<file path="src/rtl/uart_tx_arbiter.sv">
// uart_tx_arbiter: round-robin sharing of one UART transmitter between two
// byte requesters. A granted byte is held on tx_data with tx_en_sig high until
// the transmitter pulses tx_done (or the watchdog expires). The owner then gets
// a one-cycle acknowledge. A single GAP cycle follows so the transmitter sees
// tx_en_sig low and re-arms before the next frame.
module uart_tx_arbiter #(
   parameter logic [15:0] TIMEOUT = 16'd4096
) (
   input  logic       clk,
   input  logic       rst_n,
   input  logic       req0,
   input  logic [7:0] data0,
   output logic       ack0,
   input  logic       req1,
   input  logic [7:0] data1,
   output logic       ack1,
   output logic       tx_en_sig,
   output logic [7:0] tx_data,
   input  logic       tx_done,
   output logic       busy,
   output logic       err_timeout
);

   typedef enum logic [1:0] {
      ST_IDLE = 2'd0,
      ST_SEND = 2'd1,
      ST_GAP  = 2'd2
   } state_t;

   localparam logic [15:0] WDOG_MAX = 16'hFFFF;

   state_t      state_reg, state_next;

   logic        tx_en_reg, tx_en_next;
   logic [7:0]  tx_data_reg, tx_data_next;
   logic        owner_reg, owner_next;
   logic        last_reg, last_next;
   logic [15:0] wdog_reg, wdog_next;
   logic [1:0]  ack_reg, ack_next;
   logic        ack_fire;
   logic        err_reg, err_next;
   logic        busy_reg, busy_next;

   // Arbitration and watchdog decode
   logic        grant_valid;
   logic        grant_idx;
   logic        timeout_hit;

   // Pick the requester to grant: a lone request wins, a tie goes to the
   // index that was not granted last.
   always_comb begin
      grant_valid = req0 | req1;
      grant_idx   = 1'b0;
      if (req0 && req1) begin
         grant_idx = ~last_reg;
      end else if (req1) begin
         grant_idx = 1'b1;
      end
   end

   // Watchdog expiry: the counter reads k in the k-th cycle after the enable
   // rose, so matching TIMEOUT-1 lands the abort exactly TIMEOUT cycles later.
   assign timeout_hit = (wdog_reg == (TIMEOUT - 16'd1));

   // State register
   always_ff @(posedge clk) begin
      if (!rst_n) begin
         state_reg <= ST_IDLE;
      end else begin
         state_reg <= state_next;
      end
   end

   // Next-state decode
   always_comb begin
      state_next = state_reg;
      case (state_reg)
         ST_IDLE: begin
            if (grant_valid) begin
               state_next = ST_SEND;
            end
         end
         ST_SEND: begin
            if (tx_done || timeout_hit) begin
               state_next = ST_GAP;
            end
         end
         ST_GAP: begin
            state_next = ST_IDLE;
         end
         default: begin
            state_next = ST_IDLE;
         end
      endcase
   end

   // Output and datapath next values; all of them are registered below so no
   // output depends combinationally on an input.
   always_comb begin
      tx_en_next   = tx_en_reg;
      tx_data_next = tx_data_reg;
      owner_next   = owner_reg;
      last_next    = last_reg;
      wdog_next    = wdog_reg;
      ack_fire     = 1'b0;
      err_next     = 1'b0;
      busy_next    = (state_next != ST_IDLE);
      case (state_reg)
         ST_IDLE: begin
            if (grant_valid) begin
               tx_data_next = grant_idx ? data1 : data0;
               tx_en_next   = 1'b1;
               owner_next   = grant_idx;
               last_next    = grant_idx;
               wdog_next    = 16'd0;
            end
         end
         ST_SEND: begin
            if (wdog_reg != WDOG_MAX) begin
               wdog_next = wdog_reg + 16'd1;
            end
            // A completion in the expiry cycle counts as a normal finish.
            if (tx_done) begin
               tx_en_next = 1'b0;
               ack_fire   = 1'b1;
            end else if (timeout_hit) begin
               tx_en_next = 1'b0;
               ack_fire   = 1'b1;
               err_next   = 1'b1;
            end
         end
         ST_GAP: begin
            tx_en_next = 1'b0;
         end
         default: begin
            tx_en_next = 1'b0;
         end
      endcase
   end

   // Steer the acknowledge pulse to whichever requester owns the frame.
   genvar gi;
   generate
      for (gi = 0; gi < 2; gi++) begin : g_ack
         assign ack_next[gi] = ack_fire && (owner_reg == 1'(gi));
      end
   endgenerate

   // Output and datapath registers
   always_ff @(posedge clk) begin
      if (!rst_n) begin
         tx_en_reg   <= 1'b0;
         tx_data_reg <= 8'h00;
         owner_reg   <= 1'b0;
         last_reg    <= 1'b1;
         wdog_reg    <= 16'd0;
         ack_reg     <= 2'b00;
         err_reg     <= 1'b0;
         busy_reg    <= 1'b0;
      end else begin
         tx_en_reg   <= tx_en_next;
         tx_data_reg <= tx_data_next;
         owner_reg   <= owner_next;
         last_reg    <= last_next;
         wdog_reg    <= wdog_next;
         ack_reg     <= ack_next;
         err_reg     <= err_next;
         busy_reg    <= busy_next;
      end
   end

   assign tx_en_sig   = tx_en_reg;
   assign tx_data     = tx_data_reg;
   assign ack0        = ack_reg[0];
   assign ack1        = ack_reg[1];
   assign err_timeout = err_reg;
   assign busy        = busy_reg;

endmodule

</file>
<file path="config.mk">
export PLATFORM = sky130hd
export DESIGN_NAME = uart_tx_arbiter
export DESIGN_NICKNAME = d
export VERILOG_FILES = /design/src/rtl/uart_tx_arbiter.sv
export SDC_FILE = /design/constraint.sdc
export NUM_CORES = 1
export LEC_CHECK = 0
export CELL_PAD_IN_SITES_DETAIL_PLACEMENT = 1
export CELL_PAD_IN_SITES_GLOBAL_PLACEMENT = 1
export CORE_AREA = 2 2 69 71
export DETAILED_ROUTE_END_ITERATION = 10
export DIE_AREA = 0 0 71 73
export GPL_ROUTABILITY_DRIVEN = 0
export GPL_TIMING_DRIVEN = 0
export PLACE_DENSITY_LB_ADDON = 0.3
export SYNTH_ARGS = -nofsm -noshare
export SYNTH_HDL_FRONTEND = slang
export SYNTH_SLANG_ARGS = --single-unit
</file>
<file path="constraint.sdc">
create_clock -name clk -period 2.75 [get_ports clk]
set_clock_uncertainty 0.2 [all_clocks]
set_input_delay 0.6875 -clock clk [delete_from_list [all_inputs] [get_ports clk]]
set_output_delay 0.6875 -clock clk [all_outputs]
set_load 0.01 [all_outputs]
</file>
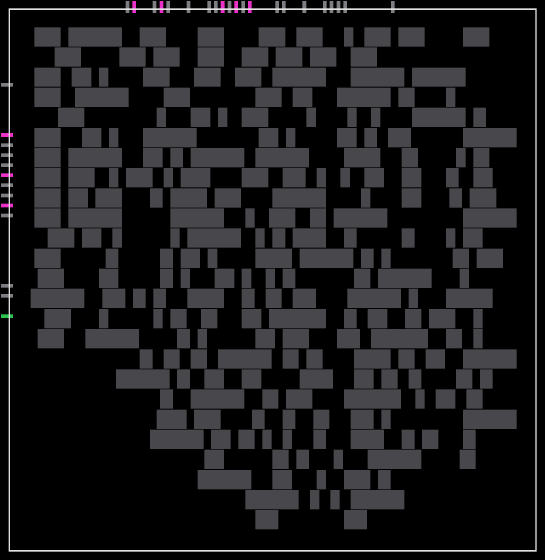
**Above:** ports around the boundary.
Pins as bars across the die edge, other pins in grey.
legend:
  green:
    port: busy
    pins: 1
    direction: output
    edge: west
  magenta:
    port: data1
    pins: 8
    direction: input
    edge: 5 north, 3 west
all pins by edge: 21 north, 13 west
Die Ht: 73 um
# port buffers: 32

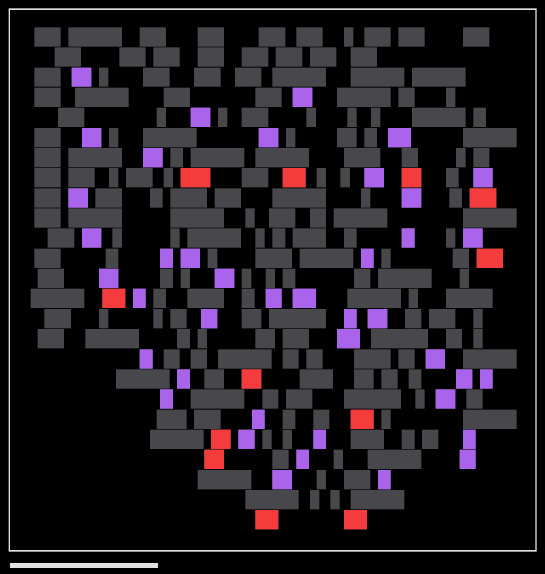
**Above:** logic cells by family.
Bar = 20 um.
legend:
  purple:
    family: inverting AOI/OAI gates
    cells: 41
  red:
    family: AND-OR and OR-AND gates
    cells: 12
Non-Filler Instances: 282
most common logic cell in the routed design: dfxtp_1
logic share of the area: 44.0%

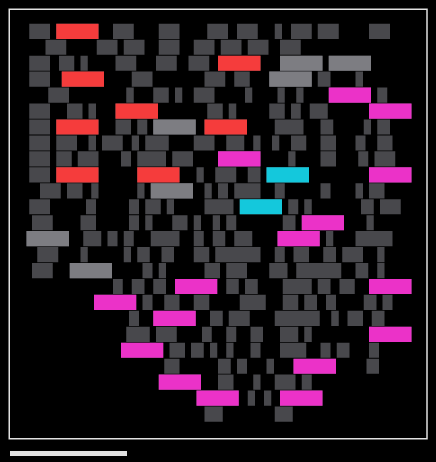
**Above:** sequential cells coloured by netlist name.
Bar = 20 um. Other sequential cells in the stronger grey, the rest of the logic in the fainter grey.
legend:
  cyan:
    signal: state_reg
    sequential_cells: 2
  red:
    signal: tx_data
    sequential_cells: 8
  magenta:
    signal: wdog_reg
    sequential_cells: 16
Seq power: 526 uW
Util after Layout: 47.7%
sequential share of cell area: 30.5%
Storage cell area: 661 um^2

==> results.tsv <==
stage	metric	value	unit
synthesis	ys_sh_adder	0.740	%
outcome	status	complete, no violations	
pwr	peakVddDrop	0.232	mV
critical_path	arrival	2.23	ns
final_timing	setup_violations	0	
synthesis	synth.avg_cell_area	8.99	um^2
layout	num-nets-final	249	
final_timing	rsz0062_at_grt	false	
critical_path	setup.worst_path.end_class	flip-flop	
routing	drt_pass1_iterations	4	
pwr	seq_power_share	47.5	%
cts	clkLatencyLatePin	0.29	ns
critical_path	crit_end	tx_data[6]$_SDFFE_PN0P_	
final_timing	setup_ws	0.521	ns
pwr	sw_frac_of_total	29.1	%
pwr	clk-power	360	uW
placed_design	dp_slack	0.176	ns
placed_design	placed_area	2080	um^2
layout	top_area_cell_class	logic gates	
critical_path	crit_cells	6	
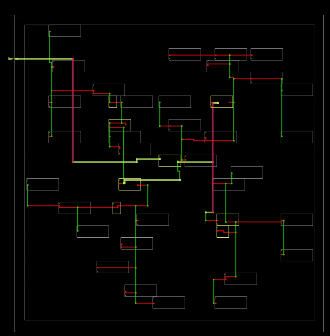
**Above:** clock nets.
seq_cells: 33
total CTS buffers: 5
clk sinks: 33

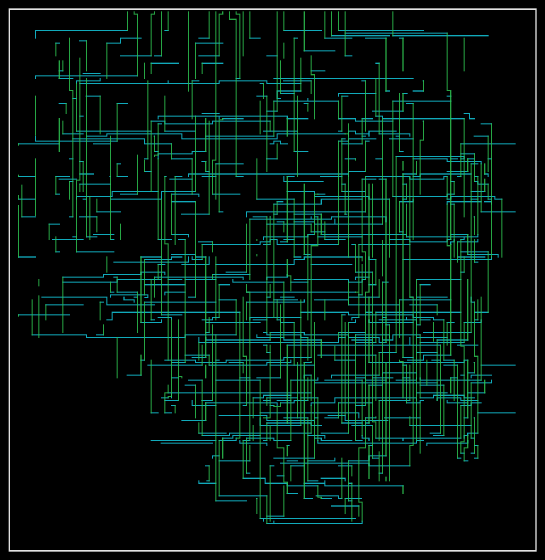
**Above:** routed metal, one colour a layer.
Only two layers are drawn.
legend:
  green:
    layer: metal 2
    wire_length: 2,280 um
  cyan:
    layer: metal 1
    wire_length: 2,080 um
Vias: 1,595
final WL: 4.66 mm
Total GRT Usage: 19.3%

-- layer usage --
| layer | track usage, % | share of wire, % | routed length, um |
|---|---|---|---|
| met5 | 0 | 0 | 0 |
| met4 | 9.64 | 3.0 | 138 |
| met3 | 3.73 | 3.3 | 155 |
| met2 | 31.9 | 49 | 2280 |
| met1 | 24.2 | 45 | 2080 |
-- synth_stat cells, drive strengths merged --
| cell type | count | area, um^2 |
|---|---|---|
| a211oi | 9 | 67.6 |
| a21boi | 2 | 15.0 |
| a21o | 1 | 7.51 |
| a21oi | 8 | 43.8 |
| a22o | 1 | 8.76 |
| a22oi | 1 | 7.51 |
| a311o | 2 | 20.0 |
| a31o | 1 | 8.76 |
| a31oi | 5 | 31.3 |
| a41oi | 1 | 8.76 |
| and2 | 2 | 12.5 |
| and3 | 2 | 13.8 |
| buf | 8 | 42.5 |
| clkbuf | 3 | 11.3 |
| clkinv | 1 | 3.75 |
| dfxtp | 33 | 661 |
| ha | 1 | 12.5 |
| inv | 5 | 18.8 |
| mux2 | 1 | 11.3 |
| mux2i | 12 | 120 |
| nand2 | 12 | 45.0 |
| nand2b | 1 | 6.26 |
| nand3 | 6 | 52.6 |
| nand3b | 1 | 7.51 |
| nand4 | 7 | 65.1 |
| nor2 | 21 | 81.3 |
| nor2b | 1 | 6.26 |
| nor3 | 5 | 25.0 |
| nor3b | 1 | 7.51 |
| nor4 | 10 | 98.8 |
| o211ai | 4 | 30.0 |
| o21a | 3 | 22.5 |
| o21ai | 8 | 43.8 |
| o221a | 1 | 11.3 |
| o31a | 3 | 26.3 |
| o31ai | 3 | 22.5 |
| or2 | 1 | 6.26 |
| or3 | 1 | 6.26 |
No activity file was given, so power comes from the tool's default toggle rates.
